==> src/rtl/apb_req_arbiter_pkg.sv <==
// Shared types and helpers for the APB requester arbiter: FSM encoding,
// requester-index sizing and the round-robin pointer advance.
package apb_arb_pkg;

   localparam int NUM_REQ_MAX = 4;
   localparam int IDX_W       = $clog2(NUM_REQ_MAX);

   typedef enum logic [2:0] {
      ARB_IDLE,
      ARB_ISSUE,
      ARB_SETUP,
      ARB_ACCESS,
      ARB_RESP
   } arb_state_e;

   // Pointer moves one past the owner just served, wrapping at num_req.
   function automatic logic [IDX_W-1:0] rr_advance(input logic [IDX_W-1:0] owner,
                                                   input int               num_req);
      if (int'(owner) >= num_req - 1) return '0;
      return owner + IDX_W'(1);
   endfunction

endpackage

==> src/rtl/apb_req_arbiter_if.sv <==
// Bundle of requester-side and APB-master-side signals around the arbiter.
// Handshake: a requester holds req[i] with its command until done[i] pulses;
// the arbiter samples req only while idle and captures the command at grant.
interface apb_req_arbiter_if #(
   parameter int NUM_REQ = 2,
   parameter int ADDR_W  = 32,
   parameter int DATA_W  = 32
);
   logic [NUM_REQ-1:0]        req;
   logic [NUM_REQ-1:0]        req_write;
   logic [NUM_REQ*ADDR_W-1:0] req_addr;
   logic [NUM_REQ*DATA_W-1:0] req_wdata;
   logic [NUM_REQ-1:0]        gnt;
   logic [NUM_REQ-1:0]        done;
   logic [DATA_W-1:0]         rsp_rdata;
   logic                      busy;
   logic                      m_transfer;
   logic                      m_write;
   logic [ADDR_W-1:0]         m_addr;
   logic [DATA_W-1:0]         m_wdata;
   logic                      m_ready;
   logic [DATA_W-1:0]         m_rdata;

   // Environment side: requesters plus the APB master's response.
   modport master (
      output req, req_write, req_addr, req_wdata, m_ready, m_rdata,
      input  gnt, done, rsp_rdata, busy, m_transfer, m_write, m_addr, m_wdata
   );

   // Arbiter side.
   modport slave (
      input  req, req_write, req_addr, req_wdata, m_ready, m_rdata,
      output gnt, done, rsp_rdata, busy, m_transfer, m_write, m_addr, m_wdata
   );
endinterface

==> src/rtl/apb_req_arbiter_rr_picker.sv <==
// Combinational round-robin picker: first set request at or above rr_ptr,
// falling back to the lowest set request when nothing above the pointer is set.
module apb_rr_picker
   import apb_arb_pkg::*;
#(
   parameter int NUM_REQ = 2
) (
   input  logic [NUM_REQ-1:0] req_i,
   input  logic [IDX_W-1:0]   rr_ptr_i,
   output logic [NUM_REQ-1:0] win_oh_o,
   output logic [IDX_W-1:0]   win_idx_o,
   output logic               win_any_o
);

   logic [NUM_REQ-1:0] masked;
   logic [NUM_REQ-1:0] cand;
   logic               found;

   always_comb begin
      masked    = '0;
      win_oh_o  = '0;
      win_idx_o = '0;
      found     = 1'b0;
      for (int i = 0; i < NUM_REQ; i++) begin
         masked[i] = req_i[i] && (i >= int'(rr_ptr_i));
      end
      cand = (|masked) ? masked : req_i;
      for (int i = 0; i < NUM_REQ; i++) begin
         if (cand[i] && !found) begin
            found       = 1'b1;
            win_oh_o[i] = 1'b1;
            win_idx_o   = IDX_W'(i);
         end
      end
      win_any_o = found;
   end

endmodule

==> src/rtl/apb_req_arbiter.sv <==
// Round-robin arbiter sharing one APB master command port between NUM_REQ
// requesters; one transaction in flight, sequenced IDLE/ISSUE/SETUP/ACCESS/RESP.
module apb_req_arbiter
   import apb_arb_pkg::*;
#(
   parameter int NUM_REQ = 2,
   parameter int ADDR_W  = 32,
   parameter int DATA_W  = 32
) (
   input  logic               PCLK,
   input  logic               PRESETn,
   apb_req_arbiter_if.slave   bus,
   output arb_state_e         dbg_state_o,
   output logic [IDX_W-1:0]   dbg_rr_ptr_o
);

   arb_state_e         state_q, state_d;
   logic [IDX_W-1:0]   owner_q, owner_d;
   logic [IDX_W-1:0]   rr_ptr_q, rr_ptr_d;
   logic               write_q, write_d;
   logic [ADDR_W-1:0]  addr_q, addr_d;
   logic [DATA_W-1:0]  wdata_q, wdata_d;
   logic [DATA_W-1:0]  rdata_q, rdata_d;

   logic [NUM_REQ-1:0] win_oh;
   logic [IDX_W-1:0]   win_idx;
   logic               win_any;
   logic [ADDR_W-1:0]  addr_sel;
   logic [DATA_W-1:0]  wdata_sel;

   apb_rr_picker #(.NUM_REQ(NUM_REQ)) u_picker (
      .req_i     (bus.req),
      .rr_ptr_i  (rr_ptr_q),
      .win_oh_o  (win_oh),
      .win_idx_o (win_idx),
      .win_any_o (win_any)
   );

   // One-hot AND-OR select of the winner's command.
   always_comb begin
      addr_sel  = '0;
      wdata_sel = '0;
      for (int i = 0; i < NUM_REQ; i++) begin
         if (win_oh[i]) begin
            addr_sel  |= bus.req_addr[i*ADDR_W +: ADDR_W];
            wdata_sel |= bus.req_wdata[i*DATA_W +: DATA_W];
         end
      end
   end

   always_ff @(posedge PCLK or negedge PRESETn) begin
      if (!PRESETn) state_q <= ARB_IDLE;
      else          state_q <= state_d;
   end

   // m_ready is deliberately not looked at in SETUP: early PREADY must not complete.
   always_comb begin
      state_d = state_q;
      case (state_q)
         ARB_IDLE:   if (win_any) state_d = ARB_ISSUE;
         ARB_ISSUE:  state_d = ARB_SETUP;
         ARB_SETUP:  state_d = ARB_ACCESS;
         ARB_ACCESS: if (bus.m_ready) state_d = ARB_RESP;
         ARB_RESP:   state_d = ARB_IDLE;
         default:    state_d = ARB_IDLE;
      endcase
   end

   always_comb begin
      owner_d  = owner_q;
      write_d  = write_q;
      addr_d   = addr_q;
      wdata_d  = wdata_q;
      rdata_d  = rdata_q;
      rr_ptr_d = rr_ptr_q;
      case (state_q)
         ARB_IDLE: begin
            if (win_any) begin
               owner_d = win_idx;
               write_d = |(win_oh & bus.req_write);
               addr_d  = addr_sel;
               wdata_d = wdata_sel;
            end
         end
         ARB_ACCESS: if (bus.m_ready && !write_q) rdata_d = bus.m_rdata;
         ARB_RESP:   rr_ptr_d = rr_advance(owner_q, NUM_REQ);
         default: ;
      endcase
   end

   always_ff @(posedge PCLK or negedge PRESETn) begin
      if (!PRESETn) begin
         owner_q  <= '0;
         rr_ptr_q <= '0;
         write_q  <= 1'b0;
         addr_q   <= '0;
         wdata_q  <= '0;
         rdata_q  <= '0;
      end else begin
         owner_q  <= owner_d;
         rr_ptr_q <= rr_ptr_d;
         write_q  <= write_d;
         addr_q   <= addr_d;
         wdata_q  <= wdata_d;
         rdata_q  <= rdata_d;
      end
   end

   // Outputs decode from registered state only, so done/gnt are glitch-free.
   always_comb begin
      bus.gnt        = '0;
      bus.done       = '0;
      bus.m_transfer = (state_q == ARB_ISSUE);
      bus.busy       = (state_q != ARB_IDLE);
      for (int i = 0; i < NUM_REQ; i++) begin
         if (owner_q == IDX_W'(i)) begin
            bus.gnt[i]  = (state_q != ARB_IDLE);
            bus.done[i] = (state_q == ARB_RESP);
         end
      end
   end

   assign bus.m_write   = write_q;
   assign bus.m_addr    = addr_q;
   assign bus.m_wdata   = wdata_q;
   assign bus.rsp_rdata = rdata_q;

   assign dbg_state_o  = state_q;
   assign dbg_rr_ptr_o = rr_ptr_q;

endmodule

==> src/flat_wrapper.sv <==
// flat-port wrapper written by rule: the top's interface ports become plain ports
module apb_req_arbiter_flat import apb_arb_pkg::*;
#(
   parameter int NUM_REQ = 2,
   parameter int ADDR_W  = 32,
   parameter int DATA_W  = 32
)
  (PCLK, PRESETn, dbg_state_o, dbg_rr_ptr_o, bus_req, bus_req_write, bus_req_addr, bus_req_wdata, bus_m_ready, bus_m_rdata, bus_gnt, bus_done, bus_rsp_rdata, bus_busy, bus_m_transfer, bus_m_write, bus_m_addr, bus_m_wdata);
  apb_req_arbiter_if #(.NUM_REQ(NUM_REQ), .ADDR_W(ADDR_W), .DATA_W(DATA_W)) bus_i ();
  input  logic PCLK;
  input  logic PRESETn;
  output arb_state_e dbg_state_o;
  output logic [IDX_W-1:0] dbg_rr_ptr_o;
  input wire logic [$bits(bus_i.req)-1:0] bus_req;
  input wire logic [$bits(bus_i.req_write)-1:0] bus_req_write;
  input wire logic [$bits(bus_i.req_addr)-1:0] bus_req_addr;
  input wire logic [$bits(bus_i.req_wdata)-1:0] bus_req_wdata;
  input wire logic [$bits(bus_i.m_ready)-1:0] bus_m_ready;
  input wire logic [$bits(bus_i.m_rdata)-1:0] bus_m_rdata;
  output wire logic [$bits(bus_i.gnt)-1:0] bus_gnt;
  output wire logic [$bits(bus_i.done)-1:0] bus_done;
  output wire logic [$bits(bus_i.rsp_rdata)-1:0] bus_rsp_rdata;
  output wire logic [$bits(bus_i.busy)-1:0] bus_busy;
  output wire logic [$bits(bus_i.m_transfer)-1:0] bus_m_transfer;
  output wire logic [$bits(bus_i.m_write)-1:0] bus_m_write;
  output wire logic [$bits(bus_i.m_addr)-1:0] bus_m_addr;
  output wire logic [$bits(bus_i.m_wdata)-1:0] bus_m_wdata;
  assign bus_i.req = bus_req;
  assign bus_i.req_write = bus_req_write;
  assign bus_i.req_addr = bus_req_addr;
  assign bus_i.req_wdata = bus_req_wdata;
  assign bus_i.m_ready = bus_m_ready;
  assign bus_i.m_rdata = bus_m_rdata;
  assign bus_gnt = bus_i.gnt;
  assign bus_done = bus_i.done;
  assign bus_rsp_rdata = bus_i.rsp_rdata;
  assign bus_busy = bus_i.busy;
  assign bus_m_transfer = bus_i.m_transfer;
  assign bus_m_write = bus_i.m_write;
  assign bus_m_addr = bus_i.m_addr;
  assign bus_m_wdata = bus_i.m_wdata;
  apb_req_arbiter #(.NUM_REQ(NUM_REQ), .ADDR_W(ADDR_W), .DATA_W(DATA_W)) u_core (.PCLK(PCLK), .PRESETn(PRESETn), .bus(bus_i), .dbg_state_o(dbg_state_o), .dbg_rr_ptr_o(dbg_rr_ptr_o));
endmodule
==> config.mk <==
export PLATFORM = sky130hd
export DESIGN_NAME = apb_req_arbiter_flat
export DESIGN_NICKNAME = d
export VERILOG_FILES = /design/src/rtl/apb_req_arbiter_pkg.sv /design/src/rtl/apb_req_arbiter_if.sv /design/src/rtl/apb_req_arbiter_rr_picker.sv /design/src/rtl/apb_req_arbiter.sv /design/src/flat_wrapper.sv
export SDC_FILE = /design/constraint.sdc
export NUM_CORES = 1
export LEC_CHECK = 0
export ABC_AREA = 1
export CAP_MARGIN = 20
export CORE_UTILIZATION = 35
export CTS_CLUSTER_SIZE = 14
export DETAILED_ROUTE_END_ITERATION = 12
export PLACE_DENSITY = 0.83
export SKIP_LAST_GASP = 1
export SLEW_MARGIN = 20
export SYNTH_ARGS = -nofsm -noshare
export SYNTH_HDL_FRONTEND = slang
export SYNTH_SLANG_ARGS = --single-unit
==> constraint.sdc <==
create_clock -name PCLK -period 1.3 [get_ports PCLK]
set_clock_uncertainty 0.2 [all_clocks]
set_input_delay 0.13 -clock PCLK [delete_from_list [all_inputs] [get_ports PCLK]]
set_output_delay 0.13 -clock PCLK [all_outputs]
set_load 0.02 [all_outputs]
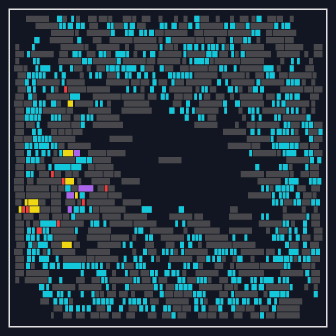
**Above:** gate families picked out.
color	family	cells	where
red	inverters	9	west
purple	inverting AOI/OAI gates	4	west
yellow	NOR gates	9	west
cyan	NAND gates	501	all over the die

==> deck_impl_summary.md <==
Flow Results at a Glance

Status
  – Result of the run: finished, violations left
  – Violated checks: setup timing

Global routing
  – Total routing usage reported by global routing: 25.2%
  – Number of global-route vias before repair: 5724
  – Number of antenna violations at the first check in global routing: 0
  – Global route total overflow: 0
  – First-pass GRT wire length: 29.0 mm
  – Maximum number of pins on one net before global-route repair: 66

Synthesis
  – Total standard cell area after synthesis: ~5000 µm²
  – Area fraction in and, or, nand and nor cells: 42.3%
  – Most frequent cell after synthesis: sky130_fd_sc_hd__nand2_1
  – Cells taking the most area after synthesis: sky130_fd_sc_hd__dfrtp_1, sky130_fd_sc_hd__nand2_1, sky130_fd_sc_hd__nand3_1
  – Post-synthesis sequential area ratio: 50.9%
  – Area fraction in xor and xnor cells: 0%
  – Total cell area reported by yosys after synthesis: 5020 µm²
  – Mux cell area share: 0%
  – Fraction of synthesized cell area taken by the top area cell type: between 50% and 60%
  – Post-synthesis share of cell area spent on and-or and or-and gates: 0.449%
  – Cell count in the Yosys report: 678
  – Gate Count Post-Synth: 678
  – Synth area leader: sky130_fd_sc_hd__dfrtp_1
  – Async SR Flop Fraction: 100%
  – Number of distinct library cells after synthesis: 15
  – Top post-synthesis cells by count: sky130_fd_sc_hd__nand2_1, sky130_fd_sc_hd__nand3_1, sky130_fd_sc_hd__dfrtp_1
  – Main logic family after synthesis: simple AND/OR/NAND/NOR gates
  – Warnings from Yosys: 0
  – Post-Synthesis Net Count: 845
  – Register bit count reported by yosys: between 100 and 150
  – Dominant register cell in the synthesized netlist: sky130_fd_sc_hd__dfrtp_1
  – Synthesized-area fraction occupied by adder cells: 0%
  – Number of synthesized flops with an enable pin: 0
  – Per-instance average area after synthesis: 7.40 µm²

Power and ir drop
  – Leakage power of the design: 0.00478 µW
  – IR drop worst, VDD: 1540 µV
  – Areal power density over the cells: 2170 nW/µm²

Worst setup path
  – Longest individual stage delay on the worst path: approximately 0.42 ns
  – Worst Setup End Kind: flop
  – R2R depth: 9
  – Required @ worst endpoint: between 1 and 1.5 ns
  – Cells along the critical path: buf_6 -> nor2_4 -> nand2_2 -> buf_6 -> a21oi_4 -> buf_8 -> clkbuf_16 -> nand2_1 -> nand2_1
  – End of the critical path: u_core.bus.m_addr[26]$_DFFE_PN0P_
  – Register-to-Register Setup Slack: -0.41 ns
  – Critical-path cell with the highest stage delay: sky130_fd_sc_hd__dfrtp_2
  – Reg-to-Reg End: u_core.bus.m_addr[26]$_DFFE_PN0P_
  – Worst setup path startpoint: u_core.dbg_state_o[0]$_DFFE_PN0P_
  – Startpoint Class: flop
  – Worst endpoint data arrival time: approximately 1.8 ns
  – FF-to-FF Start: u_core.dbg_state_o[0]$_DFFE_PN0P_
  – Critical path fanouts, max: 5
  – Setup CP Type: flop to flop

Route
  – Metal-1 WL: approximately 8 mm
  – Final routed wire length divided by cell count: 16.5 µm
  – Top layer in use: met4
  – WL met3: 1.42 mm
  – Router iterations before antenna repair: 5
  – DR iter-0 viols: 323
  – DRC violation count after routing: 0
  – Post-route ant nets: 0
  – Detailed-route via count: ~6000
  – Met2 routed WL: 9.30 mm
  – Vias per Instance: 5.04
  – Total length of routed wires: 19.1 mm

Final timing
  – Final hold slack: 0.134 ns
  – Worst setup margin: -0.410 ns
  – Share of the cycle needed by the critical path after routing: 132%
  – Max frequency: roughly 0.6 GHz
  – Final setup viols: 110
  – Unrepaired setup endpoints after global routing: true
  – Time the worst path needs with I/O delays and setup: 1.71 ns
  – Hold Violations, Final: 0
  – Final number of max-transition violations: 0

Clock network
  – TritonCTS clock tree: done
  – Max clock buf depth: 2
  – Clock transition at the registers of the reported paths: 0.07 ns
  – Number of H-tree levels: 3
  – Number of buffers inserted during clock tree synthesis: 9
  – Clock latency on the worst-skew pair: roughly 0.34 ns
  – Number of sinks handled by clock tree synthesis: 102
  – Clock tree root buffer cell: sky130_fd_sc_hd__clkbuf_16

Die
  – FP Rows: 43
  – Die Area: 14800 µm²
  – Starting Density: between 30% and 40%
  – Horizontal die size: 122 µm
  – Ports: 275
  – Core Box Area: 13900 µm²
  – Chip height: between 100 and 150 µm

Place
  – Total of buffers placed on input and output ports: 273
  – Total instance count after detailed placement: 1111
  – Half-perimeter wire length of the detailed placement result: 12.0 mm
  – Global placement routability congestion: 0.863

Cells and area
  – Final Instance Count excl. Fillers: 1157
  – Fraction of final layout cells sized beyond drive strength 1: 28.4%
  – Net count reported at finish: 1140
  – Area Growth Syn to Fin: 77.5%
  – Share of the core filled with cells: 63.9%
  – Antenna cells: 0

Flow run
  – OpenROAD warning count: 29
  – Max-capacitance violation count: 0

Hold path
  – Worst hold-check path type: input pin to async pin
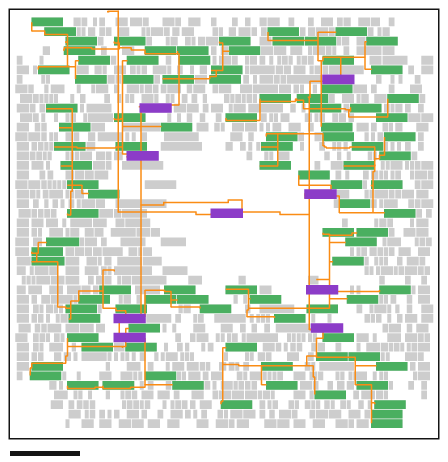
**Above:** clock wires, drivers and flops.
Bar = 20 µm.
[orange] clock wires | length: 1250 µm
[green] flip-flops | count: 102
[purple] cells driving clock nets | count: 9
flops lie	all over the die

==> worst max-delay path, delay by kind of cell, from the launching register on <==
kind	cells	cell delay (ns)
compound gates	1	0.17
flops	1	0.42
simple gates	4	0.26
buf+inv	4	0.60
==> cell families after synthesis <==
family          after synthesis
other cells                   1
simple gates                510
flops                       102
compound gates                4
buf+inv                      61
==> layout by cell type (no fill, tap or decap), types with 3 or more instances in the layout <==
| cell | instances |
|---|---|
| sky130_fd_sc_hd__buf_4 | 28 |
| sky130_fd_sc_hd__nor2_4 | 4 |
| sky130_fd_sc_hd__nand2_4 | 21 |
| sky130_fd_sc_hd__buf_6 | 15 |
| sky130_fd_sc_hd__nand3_1 | 163 |
| sky130_fd_sc_hd__clkdlybuf4s50_1 | 163 |
| sky130_fd_sc_hd__clkbuf_16 | 12 |
| sky130_fd_sc_hd__dfrtp_1 | 100 |
| sky130_fd_sc_hd__buf_16 | 8 |
| sky130_fd_sc_hd__nor2_1 | 3 |
| sky130_fd_sc_hd__nand2_1 | 262 |
| sky130_fd_sc_hd__buf_2 | 96 |
| sky130_fd_sc_hd__inv_2 | 4 |
| sky130_fd_sc_hd__inv_1 | 4 |
| sky130_fd_sc_hd__nand2_2 | 52 |
| sky130_fd_sc_hd__buf_12 | 18 |
==> stage by stage <==
step           TNS (ns)  power (µW)  area, µm²  setup WS [ns]
2_1_floorplan    -19.72       10300       5080         -0.233
3_3_place_gp     -30.45       15100       8170         -0.417
3_5_place_dp     -33.68       15300       8170         -0.446
4_1_cts          -33.93       18600       8590         -0.364
5_1_grt          -44.67       20500       8910         -0.479
6_report         -37.32       19300       8910         -0.410
==> what timing repair did <==
| action | in CTS | in global routing |
|---|---|---|
| endpoints found under the setup margin | 206 | 113 |
| endpoints found under the hold margin | 102 | 0 |
| gates cloned | 9 | 3 |
| pin swaps | 4 | 10 |
| setup buffers | 14 | 5 |
| gates resized | 507 | 62 |
| hold buffers | 2 | 0 |
==> area by class of cell <==
type / instances / area [µm²]
clock buffer: 9 / 225
timing repair buffer: 336 / 3250
clock inverter: 6 / 87.6
multi-input combinational: 515 / 2530
sequential: 102 / 2550
inverter: 9 / 36.3
tap: 180 / 225
fill: 1177 / 5030
==> routing by layer <==
metal,global-route usage [%],vias up
met3,5.15,50
met2,42.3,256
li1,-,2764
met5,0,-
met1,30.9,2765
met4,12.2,0
==> registers in the layout (all words and copies together), names as in the netlist <==
signal                count
u_core.bus.m_write        1
u_core.owner_q            1
u_core.dbg_state_o        3
u_core.bus.rsp_rdata     32
u_core.bus.m_addr        32
u_core.dbg_rr_ptr_o       1
u_core.bus.m_wdata       32
==> power breakdown <==
| part | total, µW | internal, µW | switching, µW | leakage, µW |
|---|---|---|---|---|
| Sequential | 5390 | 4560 | 830 | 0.00129 |
| Combinational | 11100 | 4790 | 6310 | 0.00333 |
| Clock | 2850 | 1680 | 1180 | 0.000155 |
No activity file was given, so power comes from the tool's default toggle rates.
